==> config.mk <==
export PLATFORM = sky130hd
export DESIGN_NAME = pc_fetch_unit
export DESIGN_NICKNAME = d
export VERILOG_FILES = /design/src/rtl/pc_fetch_unit.sv
export SDC_FILE = /design/constraint.sdc
export NUM_CORES = 1
export LEC_CHECK = 0
export ABC_AREA = 0
export CORE_MARGIN = 2
export CORE_UTILIZATION = 40
export CTS_CLUSTER_DIAMETER = 200
export CTS_CLUSTER_SIZE = 20
export DETAILED_ROUTE_END_ITERATION = 10
export GPL_TIMING_DRIVEN = 0
export PLACE_DENSITY = 0.74
export SLEW_MARGIN = 15
export SYNTH_ARGS = -nofsm -noshare
export SYNTH_HDL_FRONTEND = slang
export SYNTH_SLANG_ARGS = --single-unit
==> constraint.sdc <==
create_clock -name clk -period 3.7 [get_ports clk]
set_input_delay 0.74 -clock clk [delete_from_list [all_inputs] [get_ports clk]]
set_output_delay 0.74 -clock clk [all_outputs]
set_load 0.005 [all_outputs]
==> src/rtl/pc_fetch_unit.sv <==
// PC fetch unit: BOOT/RUN/HALT sequencer with branch/jump next-PC selection.
// Optional performance counters are built when PERF_CNT_EN is defined.
module pc_fetch_unit #(
    parameter logic [31:0] RESET_PC  = 32'h0000_0000,
    parameter logic [31:0] HALT_WORD = 32'hFFFF_FFFF
) (
    input  logic        clk,
    input  logic        rst,
    input  logic        stall,
    input  logic [31:0] instr,
    input  logic        Branch,
    input  logic        BNE,
    input  logic        Jump,
    input  logic        zero,
    output logic [31:0] pc,
    output logic [31:0] pc_plus4,
    output logic        valid,
    output logic        halted,
    output logic [31:0] retired_cnt,
    output logic [31:0] taken_cnt
);

    typedef enum logic [1:0] {
        ST_BOOT = 2'd0,
        ST_RUN  = 2'd1,
        ST_HALT = 2'd2
    } state_t;

    state_t      state_q, state_d;
    logic [31:0] pc_q, pc_d;

    logic        is_halt;
    logic        br_taken;
    logic [31:0] br_offset;
    logic [31:0] br_target;
    logic [31:0] j_target;
    logic [31:0] next_pc;

    assign pc       = pc_q;
    assign pc_plus4 = pc_q + 32'd4;

    always_comb begin
        is_halt   = (instr == HALT_WORD);
        br_taken  = Branch & (zero ^ BNE);
        br_offset = {{14{instr[15]}}, instr[15:0], 2'b00};
        br_target = pc_plus4 + br_offset;
        j_target  = {pc_plus4[31:28], instr[25:0], 2'b00};
        if (Jump) begin
            next_pc = j_target;
        end else if (br_taken) begin
            next_pc = br_target;
        end else begin
            next_pc = pc_plus4;
        end
    end

    always_comb begin
        state_d = state_q;
        pc_d    = pc_q;
        valid   = 1'b0;
        halted  = 1'b0;
        unique case (state_q)
            ST_BOOT: begin
                state_d = ST_RUN;
            end
            ST_RUN: begin
                if (!stall) begin
                    if (is_halt) begin
                        state_d = ST_HALT;
                    end else begin
                        valid = 1'b1;
                        pc_d  = next_pc;
                    end
                end
            end
            ST_HALT: begin
                halted = 1'b1;
            end
            default: begin
                state_d = ST_BOOT;
            end
        endcase
    end

    always_ff @(posedge clk) begin
        if (rst) begin
            state_q <= ST_BOOT;
            pc_q    <= RESET_PC;
        end else begin
            state_q <= state_d;
            pc_q    <= pc_d;
        end
    end

`ifdef PERF_CNT_EN
    logic [31:0] retired_q, retired_d;
    logic [31:0] taken_q, taken_d;

    // valid already folds in RUN, stall and the halt word
    always_comb begin
        retired_d = retired_q;
        taken_d   = taken_q;
        if (valid) begin
            retired_d = retired_q + 32'd1;
            if (Jump | br_taken) begin
                taken_d = taken_q + 32'd1;
            end
        end
    end

    always_ff @(posedge clk) begin
        if (rst) begin
            retired_q <= 32'd0;
            taken_q   <= 32'd0;
        end else begin
            retired_q <= retired_d;
            taken_q   <= taken_d;
        end
    end

    assign retired_cnt = retired_q;
    assign taken_cnt   = taken_q;
`else
    assign retired_cnt = 32'd0;
    assign taken_cnt   = 32'd0;
`endif

endmodule

Figure 1. Power grid (run 1).
Scale: 4 px per um. Pins as bars on the die edge. Tap cells in grey.
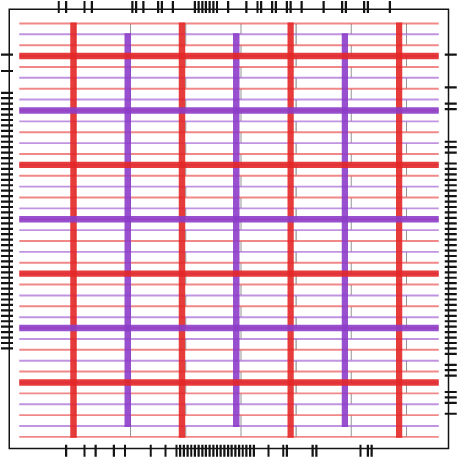
Red is VSS. Purple is VDD.
The core has 38 rows. 39 met1 rails follow the rows.
Core Area: 10840 um^2
VDD IR-drop max: 132.4 uV
Die H: 109.4 um
Die W: 109.4 um

Figure 2. Placement by cell class (run 1).
Scale: 4 px per um. Fill, decap, tap and diode cells in grey.
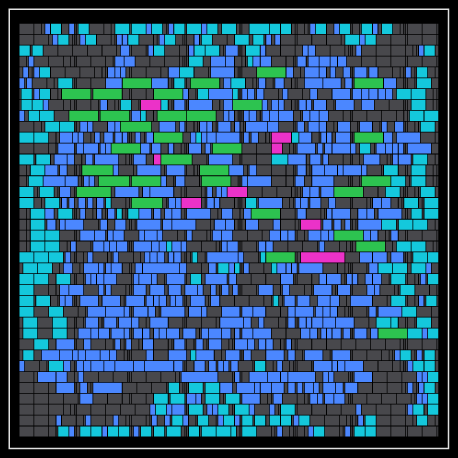
Blue is all other logic, cells 552, share of their area 61%. Green is flip-flops, cells 32, share of their area 11%. Magenta is clock drivers and dummy loads, cells 8, share of their area 1.8%. Cyan is other buffers and delay cells, cells 194, share of their area 27%.
Finished Core Util: 58.04%
flop share of the area: 10.34%

==> summary.txt, run 1 <==
Share of flip-flops with an asynchronous set or reset: 0%
Yosys aoi share: 25.07%
Max reg flops: 30
Yosys top cell by area: dfxtp_1
Chip area in the Yosys report: 4447 um^2
WP depth: 8
Hpwl dp: 13050 um
Synth Flop Type: dfxtp_1
Register share of total power: 28.3%
Period utilization: 99.07%
Crit path max fanout: 10
Comb gate area: 3646 um^2
Log Warnings: 33
Clk Tree Root Cell: clkbuf_8
Leakage: 2.737 nW
M3 GR Usage: 5.987%
Status: finished clean
Worst-margin pin slew: 0.7107 ns
Non-clock buffer share of cell area: 26.21%
Crit Path Category: primary input to output pin
Top-count cell post-synth: buf_4
H-tree depth: 2
Inst Count DP: 910
Kind of end point of the critical path: output pin
Buf+Inv Stages, Crit Path: 4
Reg-to-Reg Start: pc[2]$_SDFFE_PP0P_
Number of buffers added on ports: 98
Power density over cell area: 221.9 nW/um^2
Overflow after GRT: 0
Most frequent cell on the critical path: clkdlybuf4s50_1
Placer Congestion: 0.9547
DR vias/cell: 5.483
WL met2: 7896 um
Logic power comb: 0.642 mW
Yosys simple share: 23.44%
Max-slew violations: 0
Sw power: 0.5270 mW
FP Core Util: 41.02%
Seq_cells: 32
Worst-path clk slew: 0.07 ns
Most used logic cell in the final layout: clkdlybuf4s50_1
Mux share: 1.125%
Mapped Cells: 605
Sink Count: 32
GR peak layer: met2
Reg2reg end: pc[25]$_SDFFE_PP0P_
CP Cell Sequence: clkdlybuf4s50_1 > nand4_1 > nor4_4 > nand3_2 > nand2_4 > clkinvlp_4 > buf_4 > clkdlybuf4s50_1
WL met1: 6689 um
Tot Pwr: 1.397 mW
Post-synthesis cell area: 4447 um^2
Syn_area_per_cell: 7.350 um^2
Gate power share: 45.9%
Number of global-route vias before repair: 4728
Top cells by count, synth: buf_4, nand2_1, a21oi_1
Inverter count: 15
Initial antenna violation count: 0
Clock buffer depth: 2
Fillcell total: 1030
Synth Area in Adders: 10.58%
Cell Area, Placed: 5854 um^2
Row count: 38
Setup WS post-layout: 0.03434 ns
RSZ-0062 raised after global routing: true
YS warnings: 0
1st-iter DRT viols: 297
Metal3 WL: 1452 um
CP Data Required Time: 2.96 ns
Slew margin rel.: 52.62%
Pre-CTS setup slack: -1.576 ns
WP data arrival: 2.93 ns
Reg2Reg Setup Slack: 0.16 ns
CP delay by family, top: buffers and inverters
XOR Share, Synth: 10.41%
CP max-delay cell: clkdlybuf4s50_1
Seq share, synth: 14.41%
Yosys stat cell total: 605
Sw frac: 37.73%
Crit start category: primary input
Post_cts resized: 27
Postcts setup bufs: 5
Share of cells above drive strength 1: 20.74%
Grt met2 use: 44.89%
EDFF count, synth: 0
N_diodes: 0
Worst min-delay path startpoint: state_q[0]$_SDFFE_PP0P_
Die ar.: 11980 um^2
Plain + repair buffers: 194
Cell variety after synth: 76
Worst Setup SP: instr[21]
Most frequent cells in the layout: clkdlybuf4s50_1, buf_4, conb_1, nand2_1, nor2_1
Clock-cell share of area: 1.770%
DRT Pass-1 Iters: 5
# clk buffers: 5
First-pass GRT wire length: 24760 um
Max incr delay on CP: 0.52 ns
Clock tree from TritonCTS: built
Multi-input gates: 537
Total CTS buffers: 5
Hold Path Cell Cnt: 1
Fmax: 0.2728 GHz
P&R area growth vs syn: 41.50%
Remaining antenna violation count: 0
Combinational share of cell area: 57.94%
R2R cell count: 14
Internal: 0.8696 mW
Comb area leader: AND-OR/OR-AND gates
Fin. Hold Viols: 0
Top layer used by detailed routing: met4
Max-area cell share: 14.41%
Hold WC Path Type: flop to flop
P_seq: 0.396 mW
Num ports: 169
Setup_tns: 0 ns
Figure 3. Clock wires, drivers and flops (run 1).
Scale: 3 px per um.
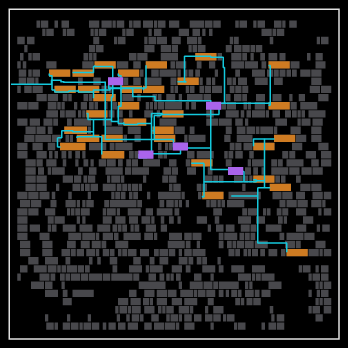
Cyan is clock wires, length 582 um. Orange is flip-flops, count 32. Purple is cells driving clock nets, count 5.
There are 6 routed clock nets.
clk_skew: 0.006418 ns
P_clk: 0.359 mW
Clock power frac: 25.7%

Figure 4. Signal wires by layer (run 1).
Scale: 4 px per um.
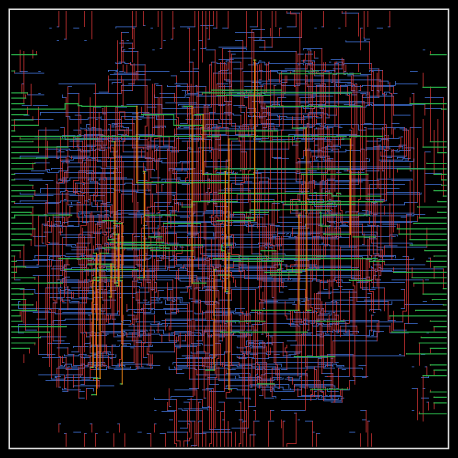
Blue is met1, wire length 6690 um. Green is met3, wire length 1450 um. Orange is met4, wire length 538 um. Red is met2, wire length 7900 um.
DR WL/cell: 17.90 um
Routed WL: 16580 um
DR vias: 5077
Total GRT Usage: 27.07%

==> run 2, diff against run 1 <==
SETUP_SLACK_MARGIN = 0.4   (was not set)
clock period = 3.95 ns   (was 3.7 ns; I/O delays follow)
Figure 5. Routing congestion map (run 2).
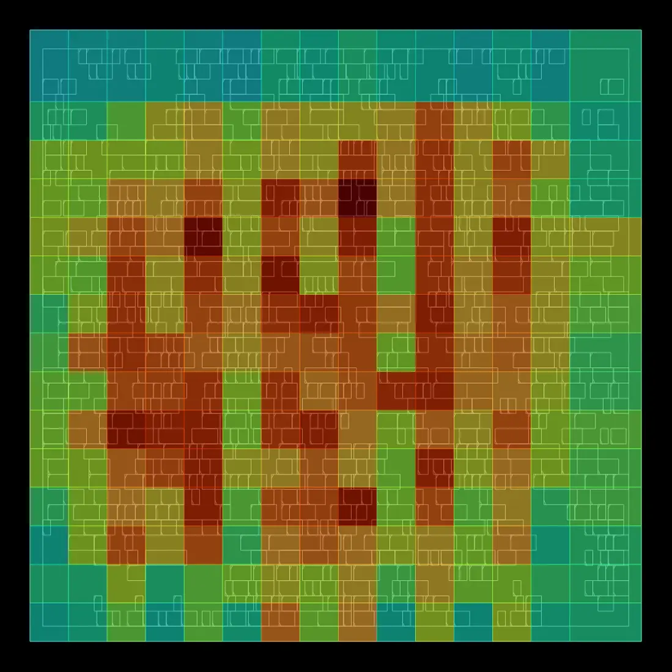
met1 global-route usage: 34.90%
M3 GR Usage: 6.283%
grt met2 use: 45.59%
Total GRT Usage: 27.62%

==> run 2 against run 1 <==
Critical path type unchanged. Core utilization increased by 2.5 points. Hold slack got worse by 0.0018 ns. Wire length increased by 2.3%. Clock-buffer cell count unchanged. Clock skew increased by 0.0024 ns. Flip-flop count unchanged. Total power decreased by 5.2%. Clock power decreased by 7.5%.
==> summary.txt, run 2 <==
Sw frac: 37.56% (-0.17 points)
Comb gate area: 3711 um^2 (+1.8%)
Flop share of the area: 10.21% (-0.13 points)
Reg-to-Reg Start: pc[2]$_SDFFE_PP0P_
Die ar.: 11980 um^2 (unchanged)
Worst-margin pin slew: 0.6828 ns (-0.02797 ns)
Cell Area, Placed: 5854 um^2 (unchanged)
# clk buffers: 5 (unchanged)
Crit path max fanout: 10 (unchanged)
Worst min-delay path startpoint: state_q[0]$_SDFFE_PP0P_
Buf+Inv Stages, Crit Path: 5 (+1)
N_diodes: 0 (unchanged)
Max Cap Viol: 0
Worst Setup SP: instr[22]
DR vias/cell: 5.523 (+0.73%)
Gate power share: 46.9% (+1.0 points)
Largest net degree at the start of global routing: 23
Hpwl dp: 13050 um (unchanged)
Tap cell count: 140
Combinational share of cell area: 56.58% (-1.4 points)
Power density over cell area: 201.9 nW/um^2 (-9.0%)
Inverter count: 15 (unchanged)
Registers, synthesis: 32
Yosys simple share: 23.44% (unchanged)
Max-slew violations: 0 (unchanged)
Sw power: 0.4974 mW (-5.6%)
Reg2reg end: pc[25]$_SDFFE_PP0P_
Hold Path Cell Cnt: 1 (unchanged)
P_seq: 0.371 mW (-6.3%)
Max incr delay on CP: 0.49 ns (-0.03 ns)
Top cells by count, synth: buf_4, nand2_1, a21oi_1
Max reg flops: 30 (unchanged)
DRT Pass-1 Iters: 6 (+1)
Inst Count DP: 910 (unchanged)
Metal3 WL: 1547 um (+6.5%)
GR peak layer: met2
Number of buffers added on ports: 98 (unchanged)
First-pass GRT wire length: 25250 um (+2.0%)
P_clk: 0.332 mW (-7.5%)
Finished Core Util: 60.50% (+2.5 points)
Clock power frac: 25.0% (-0.7 points)
Most used logic cell in the final layout: buf_4
Max-area cell share: 14.41% (unchanged)
Hold WC Path Type: flop to flop
Sink Count: 32 (unchanged)
Crit Path Category: primary input to output pin
Fillcell total: 1001 (-2.8%)
Overflow after GRT: 0 (unchanged)
P&R area growth vs syn: 47.50%
Pre-CTS setup slack: -1.426 ns (+0.1500 ns)
WP depth: 9 (+1)
Leakage: 2.936 nW (+7.3%)
Synth Area in Adders: 10.58% (unchanged)
Yosys stat cell total: 605 (unchanged)
Num ports: 169 (unchanged)
Top-count cell post-synth: buf_4
DR WL/cell: 17.94 um (+0.24%)
H-tree depth: 2 (unchanged)
Postcts setup bufs: 10 (+5)
WL met2: 8142 um (+3.1%)
Core Area: 10840 um^2 (unchanged)
Clk Tree Root Cell: clkbuf_8
CP delay by family, top: buffers and inverters
Logic power comb: 0.621 mW (-3.3%)
Biggest Area Class: logic gates
XOR Share, Synth: 10.41% (unchanged)
RSZ-0062 raised after global routing: true
WP data arrival: 2.72 ns (-0.21 ns)
FP Core Util: 41.02% (unchanged)
Setup WS post-layout: 0.4418 ns (+0.4074 ns)
Comb area leader: AND-OR/OR-AND gates
Multi-input gates: 537 (unchanged)
Min Tclk post-route: 3.508 ns
Setup_tns: 0 ns (unchanged)
Status: finished clean
Tot Pwr: 1.324 mW (-5.2%)
Plain + repair buffers: 213 (+9.8%)
Die H: 109.4 um (unchanged)
Top layer used by detailed routing: met4
Share of cells above drive strength 1: 24.72% (+4.0 points)
WL met1: 6714 um (+0.37%)
Total CTS buffers: 5 (unchanged)
Die W: 109.4 um (unchanged)
Number of global-route vias before repair: 4765 (+0.78%)
Clock-cell share of area: 1.698% (-0.072 points)
Slew margin rel.: 54.48% (+1.9 points)
Reg2Reg Setup Slack: 0.49 ns (+0.33 ns)
Period utilization: 88.82%
Fmax: 0.2850 GHz
Mux share: 1.125% (unchanged)
Post_cts resized: 54 (+100%)
Yosys top cell by area: dfxtp_1
CP endpoint: valid
Post-cts hold buffer count: 0
1st-iter DRT viols: 293 (-1.3%)
CP max-delay cell: clkdlybuf4s50_1
Cell variety after synth: 76 (unchanged)
Setup Viol. Count Final: 0
Seq_cells: 32 (unchanged)
Most frequent cells in the layout: buf_4, clkdlybuf4s50_1, conb_1, nand2_1, nor2_1
Placer Congestion: 0.9547 (unchanged)
CP Data Required Time: 3.16 ns (+0.20 ns)
Kind of end point of the critical path: output pin
Syn_area_per_cell: 7.350 um^2 (unchanged)
Seq share, synth: 14.41% (unchanged)
Internal: 0.8267 mW (-4.9%)
Crit start category: primary input
Clk_skew: 0.008804 ns (+0.002386 ns)
Mapped Cells: 605 (unchanged)
Synth Flop Type: dfxtp_1
DR vias: 5219 (+2.8%)
Chip area in the Yosys report: 4447 um^2 (unchanged)
Row count: 38 (unchanged)
# nets final: 880
Worst-path clk slew: 0.07 ns (about the same)
Fin. Hold Viols: 0 (unchanged)
Register share of total power: 28.0% (-0.3 points)
Post-synthesis cell area: 4447 um^2 (unchanged)
Routed WL: 16960 um (+2.3%)
CP Cell Sequence: clkdlybuf4s50_1 > nand4_1 > nor4_4 > nand3_2 > nand2_4 > clkinvlp_4 > clkbuf_8 > clkbuf_16 > dlygate4sd2_1
Clock tree from TritonCTS: built
Yosys aoi share: 25.07% (unchanged)
Non-clock buffer share of cell area: 27.93% (+1.7 points)
YS warnings: 0 (unchanged)
R2R cell count: 14 (unchanged)
Log Warnings: 34 (+3.0%)
Remaining antenna violation count: 0 (unchanged)
Clock buffer depth: 2 (unchanged)
Initial antenna violation count: 0 (unchanged)
Share of flip-flops with an asynchronous set or reset: 0% (unchanged)
EDFF count, synth: 0 (unchanged)
Figure 6. Power grid (run 2).
Scale: 4 px per um. Pins as bars on the die edge. Tap cells in grey.
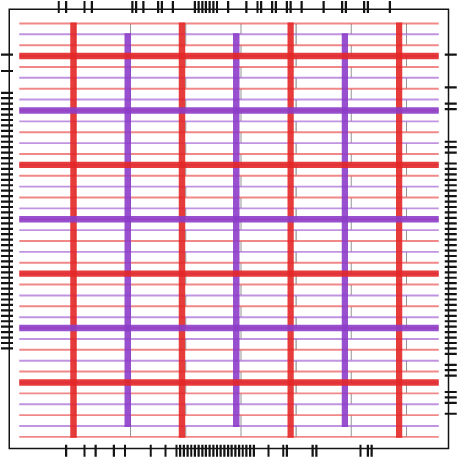
Purple is VDD. Red is VSS.
The core has 38 rows. 169 signal pins sit on the boundary.
VDD IR-drop max: 127.0 uV

No activity file was given, so power comes from the tool's default toggle rates.
